Run 1, nets reached from selected ports:
Bar = 20 um.
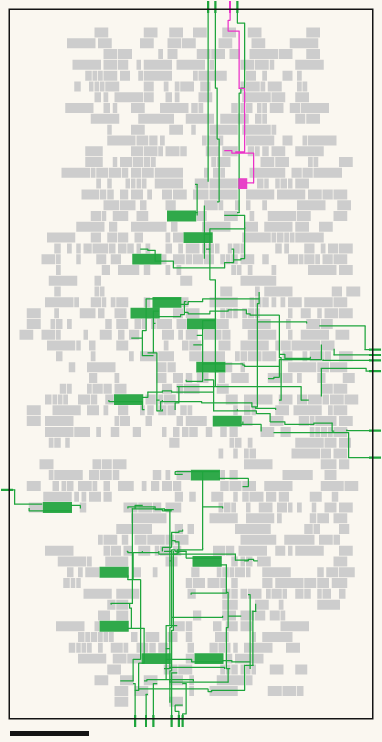
Run 1, pin placement:
Pins as bars across the die edge, other pins in gray.
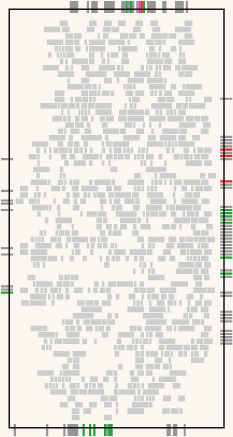
Run 1, routing congestion map:
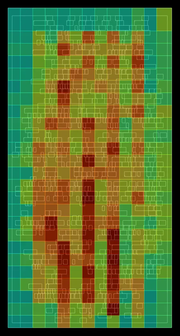
Design lc3b_fetch_stage, sky130hd; sources not shown.
==> changes_impl.md, run 1 <==
### Changed

- Status: completed
- Hold slack: 0.456 ns
- Chip area: around 0.016 sq mm
- YS chip area: approximately 0.0053 sq mm
- Comb area leader: simple AND/OR/NAND/NOR gates
- Vias/cell: 5.40
- Crit share post-route: 0.962
- Vias in the first global route: roughly 5000
- Post-synthesis xor/xnor area fraction: 0.0494
- Syn Inst Count: approximately 660
- Fin. Hold Viols: 0
- Rel. slew slack: 0.511
- Netlist Area Pre-Place: 0.00532 sq mm
- Basic Gates by Area: 0.218
- Fmax: 416 MHz
- Reg clk slew, reported paths: 0.08 ns
- Crit. End Element: output port
- Global-route wire length before repair: 27400 um
- Number of synthesized flops with an enable pin: 0
- Ys cells: ~660
- Nets: 816
- Min Clock Period, post-route: ~2.4 ns
- Post-synthesis cell type count: 63
- Fraction of registers with async set or reset after synthesis: 0
- Crit path largest cell delay: 0.44 ns
- Top Layout Cells: nand2_1, dfxtp_1, clkdlybuf4s50_1
- CTS tree: done
- Register Area: 0.00199 sq mm
- CTS Sinks: around 100
- Final Slew Violations: 0
- Synthesized area per cell: 8.11 sq um
- Commonest cells in the synthesized netlist: nand2_1, dfxtp_1, a21oi_1
- CP Launch Type: register
- Fa+ha+maj area frac: 0.0141
- MUX share of area: 0.0778
- Area share, top type: 0.372
- Synth Seq Share: 0.372
- Final wirelength: 18200 um
- Final ANT Viol Nets: 0
- FP Core Util: 0.359
- Reg-to-reg slack, setup: 0.17 ns
- Final setup violation count: 0
- Via Count: 5259
- Initial antenna violation count: 0
- Initial detailed-routing violation count: ~260
- VDD IR-drop max: 367 uV
- Synthesized flop and latch total: 99
- Longest Clk Path Bufs: 2
- Top FF cell, synth: dfxtp_1
- PwrDens: 628 mW/mm^2
- Remaining Overflow, GRT: 0
- Slowest CP cell: dfxtp_1
- Cell with the most instances after synthesis: nand2_1
- Placed inst area: 0.00663 sq mm
- Top cell excl fill/tap: nand2_1
- Gate power share: 0.273
- Max-capacitance violation count: 0
- Fillers: 1548
- Num CTS Buffers: 9
- Total power: 0.00437 W
- Synth area leader: dfxtp_1
- Worst Path Required: 2.00 ns
- Critical path cell sequence: and3_1, nand3_1, nor2_4, nand4_1, xnor2_2, buf_2
- Clk Latency, worst-skew pair: 0.36 ns
- Layout area overhead: 30.7%
- Max H-tree Level: 3
- Final worst slack: between 0.09 and 0.1 ns
- Gpl congestion: 0.907
- Remaining DRCs: 0
- Min-Delay Path Depth: 2
- Complex Gates by Area: 0.205
- Net load switching power: 0.00157 W
- Post-route cell area: 0.00695 sq mm
- HP Class: reg2reg
Notes on 'nets reached from selected ports' above:
- magenta: imem_read (bits 1; direction output; end cells 1; buffers 1; wire 59.8 um)
- green: imem_address (bits 16; direction output; end cells 16; buffers 16; wire 1440 um)
Port Buffers: 105
IO Pins: 107

Notes on 'pin placement' above:
- red: if_opcode (pins 4; direction output; edge 3 east, 1 north)
- green: imem_address (pins 16; direction output; edge 6 south, 6 east, 3 north, 1 west)
- magenta: imem_read (pins 1; direction output; edge north)
- all pins by edge: 43 east, 34 north, 20 south, 10 west
DIE HEIGHT: 178 um
Die W: 91.2 um

Notes on 'routing congestion map' above:
fin util: 0.469
GR Util met3: 0.0215
DR WL/cell: 18.7 um
Top Usage Layer GRT: met2

[run 1: cell type report]
cell class / instances / area share
inverters: 8 / 0.00432
flip-flops and latches: 99 / 0.286
multi-input cells: 492 / 0.438
plain buffers: 57 / 0.0455
well taps: 195 / 0.0351
clock inverters: 7 / 0.00990
repair buffers: 106 / 0.149
clock buffers: 9 / 0.0324
[run 1: through the flow]
stage | cells | TNS [ns]
after floorplan | 656 | -1.06
after global placement | 956 | -5.19
after detailed placement | 956 | -7.71
after CTS | 972 | -0.287
after global routing | 973 | -0.0155
final | 973 | 0
[run 1: cells by family (layout without fill, tap and decap cells)]
group	count (synthesis)	in the layout
xor+xnor	30	30
fa+ha+maj	6	6
flops	99	99
mux	41	41
simple gates	254	254
compound gates	161	161
buf+inv	65	187
[run 1: timing repair]
item,in CTS,in global routing
gates resized,44,27
endpoints found under the setup margin,14,20
buffers inserted,0,1
pin swaps,0,1
[run 1: worst max-delay path, delay by kind of cell, from the launching register on]
kind | cells | cell delay [ns]
buffers and inverters | 1 | 0.27
xor gates and xnor gates | 1 | 0.13
DFF | 1 | 0.44
and+or+nand+nor | 4 | 0.70
[run 1: layer usage]
metal	vias up	global-route usage	part of all wire
met5	-	0	0
met4	0	0.122	0.039
met3	44	0.0215	0.035
li1	2566	-	-
met2	177	0.412	0.54
met1	2472	0.230	0.38
[run 1: power groups by stage]
| stage | registers (W) | logic, W | clock network, W |
|---|---|---|---|
| after CTS | 0.00178 | 0.00119 | 0.00142 |
| after floorplan | 0.00204 | 0.000528 | 0 |
| after global placement | 0.00182 | 0.00118 | 0 |
| after detailed placement | 0.00182 | 0.00119 | 0 |
| after global routing | 0.00180 | 0.00126 | 0.00146 |
| final | 0.00178 | 0.00120 | 0.00139 |
--- run 2 (diff from run 1) ---
- DONT_BUFFER_PORTS: default -> 1
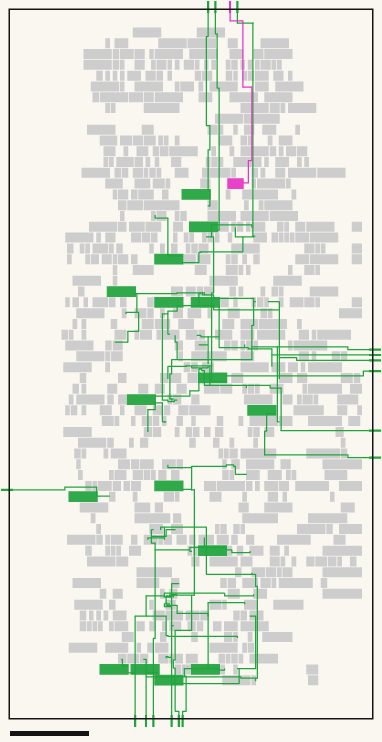
Run 2: nets reached from selected ports
Bar = 20 um.
Port Buffers: 0

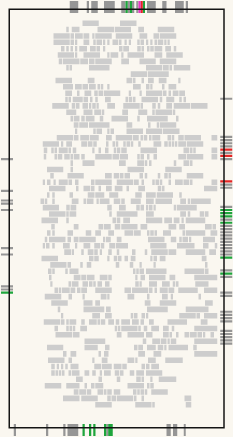
Run 2: pin placement
Pins as bars across the die edge, other pins in gray.

==> run 2 against run 1 <==
Compared with the run above: the run now ends with setup timing left; critical endpoint is now if_pc_plus2[6]; largest power group unchanged; clock-buffer cell count is the same; sequential power grew 16%; non-clock buffer count shrank 105; register-to-register slack is essentially flat; via count shrank 5.4%; synthesized area is the same; die area is the same; critical path type unchanged; sequential cell count is the same.
==> changes_impl.md, run 2 <==
### Changed

- Area share, top type: 0.372 (unchanged)
- Min Clock Period, post-route: 2.57 ns (was 2.41 ns)
- CTS tree: done (unchanged)
- Nets: 711 (was 816)
- YS chip area: 0.00532 sq mm (unchanged)
- Ys cells: 656 (unchanged)
- Synthesized area per cell: 8.11 sq um (unchanged)
- Status: finished, violations left (was completed)
- Post-synthesis cell type count: 63 (unchanged)
- Synthesized flop and latch total: 99 (unchanged)
- Hold slack: 0.269 ns (was 0.456 ns)
- Gpl congestion: 0.932 (was 0.907)
- Global-route wire length before repair: 27000 um (was 27400 um)
- DR WL/cell: 20.2 um (was 18.7 um)
- Die W: 91.2 um (unchanged)
- FP Core Util: 0.359 (unchanged)
- Chip area: 0.0163 sq mm (unchanged)
- CTS Sinks: 99 (unchanged)
- Crit share post-route: 1.03 (was 0.962)
- DIE HEIGHT: 178 um (unchanged)
- Remaining Overflow, GRT: 0 (unchanged)
- Post-route cell area: 0.00607 sq mm (was 0.00695 sq mm)
- Fin. Hold Viols: 0 (unchanged)
- Final worst slack: -0.0689 ns (was 0.0948 ns)
- Num CTS Buffers: 9 (unchanged)
- Remaining DRCs: 0 (unchanged)
- WP depth: 3 (was 6)
- Synth area leader: dfxtp_1 (unchanged)
- Final wirelength: 17600 um (was 18200 um)
- Number of synthesized flops with an enable pin: 0 (unchanged)
- IO Pins: 107 (unchanged)
- Final ANT Viol Nets: 0 (unchanged)
- Layout area overhead: 14.1% (was 30.7%)
- Failing checks: setup timing
- Min-Delay Path Depth: 2 (unchanged)
- Commonest cells in the synthesized netlist: nand2_1, dfxtp_1, a21oi_1 (unchanged)
- Clk Latency, worst-skew pair: 0.36 ns (about the same)
- WP buf/inv: 0 (was 1)
- Vias in the first global route: 4988 (was 5142)
- Top cell excl fill/tap: nand2_1 (unchanged)
- Fraction of registers with async set or reset after synthesis: 0 (unchanged)
- HP Class: in2reg (was reg2reg)
- Netlist Area Pre-Place: 0.00532 sq mm (unchanged)
- Slowest CP cell: xnor2_1 (was dfxtp_1)
- Rel. slew slack: 0.269 (was 0.511)
- PwrDens: 682 mW/mm^2 (was 628 mW/mm^2)
- Final setup violation count: 5 (was 0)
- Final Slew Violations: 0 (unchanged)
- Worst Path Required: 2.00 ns (about the same)
- Max H-tree Level: 3 (unchanged)
- Vias/cell: 5.73 (was 5.40)
- Via Count: 4974 (was 5259)
- CP Launch Type: register (unchanged)
- Max-capacitance violation count: 0 (unchanged)
- Fmax: 389 MHz (was 416 MHz)
- Synth Seq Share: 0.372 (unchanged)
[run 2: cell counts after synthesis]
No cell type changed its count.
[run 2: logic make-up (layout without fill, tap and decap cells)]
logic type,Yosys count,count (layout),synth area share
adders and majority gates,6,6,0.0141
muxes,41,41,0.0778
xor gates and xnor gates,30,30,0.0494
DFF,99,99,0.372
and+or+nand+nor,254,254,0.218
buffers and inverters,65,82,0.0628
AOI/OAI and AO/OA,161,161,0.205
[run 2: layer usage]
metal	vias up	part of all wire	track usage
li1	2363	-	-
met1	2384	0.35	0.215
met2	172	0.55	0.405
met3	55	0.050	0.0372
met4	0	0.050	0.138
met5	-	0	0
[run 2: repair_timing]
action | 4_1_cts | 5_1_grt
setup endpoints to repair | 14 | 24
gates resized | 39 | 6
pin swaps | 3 | 3
[run 2: area by class of cell]
| type | count | area (sq um) |
|---|---|---|
| Timing Repair Buffer | 1 | 7.51 |
| Clock buffer | 9 | 225 |
| Fill cell | 1595 | 8750 |
| Clock inverter | 7 | 72.6 |
| Inverter | 8 | 30.0 |
| Multi-Input combinational cell | 492 | 3170 |
| Buffer | 57 | 307 |
| Sequential cell | 99 | 2020 |
| Tap cell | 195 | 244 |
[run 2: through the flow]
step,std cells,power (W)
3_5_place_dp,852,0.00276
2_1_floorplan,656,0.00257
3_3_place_gp,851,0.00274
6_report,868,0.00414
4_1_cts,868,0.00416
5_1_grt,868,0.00430
[run 2: report_power, final]
group / switching [W] / total (W) / internal (W)
clock network: 0.000686 / 0.00139 / 0.000705
registers: 0.000393 / 0.00206 / 0.00167
logic: 0.000448 / 0.000692 / 0.000244
[run 2: worst reg2reg max path, cell delays in order, from the launching register on]
cell and delay [ns]:
dfxtp_1 0.92, ha_1 0.30, buf_6 0.15, nand4_2 0.09
xor2_1 0.15, a221o_1 0.39, o32ai_2 0.25
Power and IR drop assume default switching activity.
